### config.mk
export PLATFORM = sky130hd
export DESIGN_NAME = alu_issue_stage
export DESIGN_NICKNAME = d
export VERILOG_FILES = /design/src/rtl/alu_issue_stage.sv
export SDC_FILE = /design/constraint.sdc
export NUM_CORES = 1
export LEC_CHECK = 0
export CAP_MARGIN = 30
export CORE_UTILIZATION = 50
export DETAILED_ROUTE_END_ITERATION = 10
export PLACE_DENSITY = 0.82
export SLEW_MARGIN = 10
export SYNTH_ARGS = -nofsm -noshare
export SYNTH_HDL_FRONTEND = slang
export SYNTH_SLANG_ARGS = --single-unit
### constraint.sdc
create_clock -name clk -period 2.55 [get_ports clk]
set_input_delay 0.51 -clock clk [delete_from_list [all_inputs] [get_ports clk]]
set_output_delay 0.51 -clock clk [all_outputs]
set_load 0.01 [all_outputs]
### src/rtl/alu_issue_stage.sv
// ALU issue stage: decodes ALUOp/opcode into the ALU A/B/select encoding and issues through a
// registered valid/ready port backed by a 2-entry skid buffer. Optional SUB decode: ALU_ISSUE_SUB_EN.
module alu_issue_stage #(
    parameter int unsigned ANCHO = 64,
    parameter int unsigned RD_W  = 5,
    parameter int unsigned CNT_W = 16
) (
    input  logic             clk,
    input  logic             rst,
    input  logic             in_valid,
    output logic             in_ready,
    input  logic [1:0]       in_aluop,
    input  logic [10:0]      in_opcode,
    input  logic [ANCHO-1:0] in_a,
    input  logic [ANCHO-1:0] in_b,
    input  logic [RD_W-1:0]  in_rd,
    output logic             out_valid,
    input  logic             out_ready,
    output logic [ANCHO-1:0] out_a,
    output logic [ANCHO-1:0] out_b,
    output logic [1:0]       out_sel,
    output logic [RD_W-1:0]  out_rd,
    output logic             out_err,
    output logic [CNT_W-1:0] issued_cnt
);

    localparam logic [1:0] ALUOP_MEM   = 2'b00;
    localparam logic [1:0] ALUOP_CBZ   = 2'b01;
    localparam logic [1:0] ALUOP_RTYPE = 2'b10;

    localparam logic [1:0] SEL_AND  = 2'b00;
    localparam logic [1:0] SEL_OR   = 2'b01;
    localparam logic [1:0] SEL_ADD  = 2'b10;
    localparam logic [1:0] SEL_ZERO = 2'b11;

    localparam logic [10:0] OPC_ADD = 11'b10001011000;
    localparam logic [10:0] OPC_AND = 11'b10001010000;
    localparam logic [10:0] OPC_ORR = 11'b10101010000;
`ifdef ALU_ISSUE_SUB_EN
    localparam logic [10:0] OPC_SUB = 11'b11001011000;
`endif

    typedef struct packed {
        logic [ANCHO-1:0] a;
        logic [ANCHO-1:0] b;
        logic [1:0]       sel;
        logic [RD_W-1:0]  rd;
        logic             err;
    } op_t;

    op_t              dec;
    op_t              or_q, or_d;
    op_t              sk_q, sk_d;
    logic             or_valid_q, or_valid_d;
    logic             sk_valid_q, sk_valid_d;
    logic             in_ready_q;
    logic [CNT_W-1:0] cnt_q, cnt_d;
    logic             accept;
    logic             drain;

    // Instruction decode into ALU operands and select
    always_comb begin
        dec     = '0;
        dec.a   = in_a;
        dec.b   = in_b;
        dec.rd  = in_rd;
        dec.sel = SEL_ZERO;
        dec.err = 1'b0;
        case (in_aluop)
            ALUOP_MEM: dec.sel = SEL_ADD;
            ALUOP_CBZ: begin
                dec.a   = '0;
                dec.sel = SEL_OR;
            end
            ALUOP_RTYPE: begin
                case (in_opcode)
                    OPC_ADD: dec.sel = SEL_ADD;
                    OPC_AND: dec.sel = SEL_AND;
                    OPC_ORR: dec.sel = SEL_OR;
`ifdef ALU_ISSUE_SUB_EN
                    // Adder has no carry-in, so negate B here to compute A - B
                    OPC_SUB: begin
                        dec.sel = SEL_ADD;
                        dec.b   = ~in_b + ANCHO'(1);
                    end
`endif
                    default: begin
                        dec.sel = SEL_ZERO;
                        dec.err = 1'b1;
                    end
                endcase
            end
            default: begin
                dec.sel = SEL_ZERO;
                dec.err = 1'b1;
            end
        endcase
    end

    // Next-state for output register, skid register and issue counter
    always_comb begin
        or_d       = or_q;
        sk_d       = sk_q;
        or_valid_d = or_valid_q;
        sk_valid_d = sk_valid_q;
        cnt_d      = cnt_q;
        accept     = in_valid & in_ready_q;
        drain      = or_valid_q & out_ready;

        if (drain) begin
            cnt_d = cnt_q + CNT_W'(1);
        end

        if (!or_valid_q || drain) begin
            if (sk_valid_q) begin
                or_d       = sk_q;
                or_valid_d = 1'b1;
                sk_valid_d = 1'b0;
            end else if (accept) begin
                or_d       = dec;
                or_valid_d = 1'b1;
            end else begin
                or_valid_d = 1'b0;
            end
        end else if (accept) begin
            // in_ready is low whenever SK is full, so this never overwrites a held entry
            sk_d       = dec;
            sk_valid_d = 1'b1;
        end
    end

    always_ff @(posedge clk) begin
        if (rst) begin
            or_q       <= '0;
            sk_q       <= '0;
            or_valid_q <= 1'b0;
            sk_valid_q <= 1'b0;
            in_ready_q <= 1'b1;
            cnt_q      <= '0;
        end else begin
            or_q       <= or_d;
            sk_q       <= sk_d;
            or_valid_q <= or_valid_d;
            sk_valid_q <= sk_valid_d;
            in_ready_q <= !sk_valid_d;
            cnt_q      <= cnt_d;
        end
    end

    assign in_ready   = in_ready_q;
    assign out_valid  = or_valid_q;
    assign out_a      = or_q.a;
    assign out_b      = or_q.b;
    assign out_sel    = or_q.sel;
    assign out_rd     = or_q.rd;
    assign out_err    = or_q.err;
    assign issued_cnt = cnt_q;

endmodule

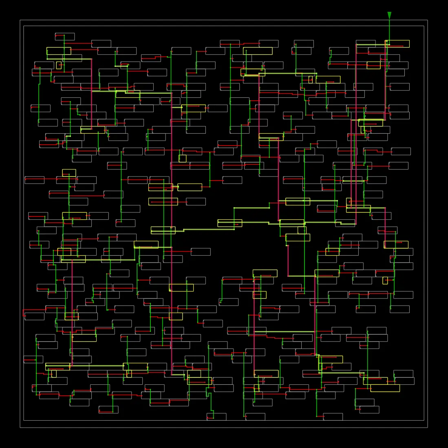
final_clocks.png
clk ins delay skew pair: 0.55 ns
final setup skew: 0.0143 ns

==> flow_summary.ini <==
; yosys + openroad results
[power]
switching_share = 0.241
intPower_w = 0.00834
p_clk_frac = 0.410
combPwrFrac = 0.141

[global_route]
grt_util_met1 = 0.315
grt_max_degree = 119

[final_timing]
setup_viol = 0
tightest_slew_ns = 0.765
slew_violations = 0
hold_viol_final = 0
fmax_ghz = 0.461

[flow_run]
warnings = 30

[critical_path]
worstPathRequired_ns = 2.04
worstPathArrival_ns = 1.66
reg2regPathDepth = 6
endpoint_kind = output port
path_max_fanout = 8
startpoint = issued_cnt[6]
path_buffers = 1

[outcome]
outcome = finished clean

[die]
io_pins = 304
dieWidth_um = 155
die_area_um2 = 23900

[finish]
stdcell_count = 1925
drive_above_1_share = 0.0543
post-route-util = 0.702

[clock_tree]
postCtsSetupBuffers = 0

[detailed_routing]
wl_met2_mm = 15.6
met1_length_mm = 12.7

[logic_synthesis]
simple_gate_share = 0.217
yosys-stat-area_um2 = 11600

[placed_design]
port_buffers = 303
gp_congestion = 0.782

[hold_path]
min_to = sk_q[70]
hp-start = sk_q[70]
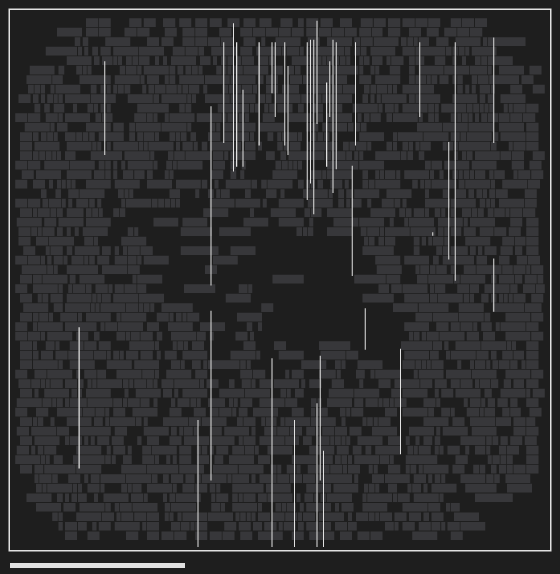
met4.png
Bar = 50 um. Cells faint in the background.
The wires run mostly vertical. The layer holds 3.7% of the routed length. 27 nets have wire on it. The layer carries 1200 um of wire.
final wirelength: 31.9 mm
vias: 10800

## area by class of cell
class	instances	area, um^2
Timing Repair Buffer	333	3510
Sequential cell	291	5830
Clock inverter	11	136
Antenna cell	1	2.50
Tap cell	285	357
Multi-Input combinational cell	959	5190
Fill cell	1734	6770
Inverter	3	11.3
Clock buffer	42	897
## sequential cells by signal, summed over array words and instances, names as in the netlist
name and flops:
out_sel 2, out_rd 5, out_b 64, issued_cnt 16, sk_valid_q 1, sk_q 136, in_ready 1, out_a 64
out_err 1, out_valid 1
## through the flow
stage,area [um^2],worst slack (ns)
2_1_floorplan,11600,0.823
3_3_place_gp,14900,0.344
3_5_place_dp,14900,0.203
4_1_cts,15900,0.380
5_1_grt,15900,0.335
6_report,15900,0.379
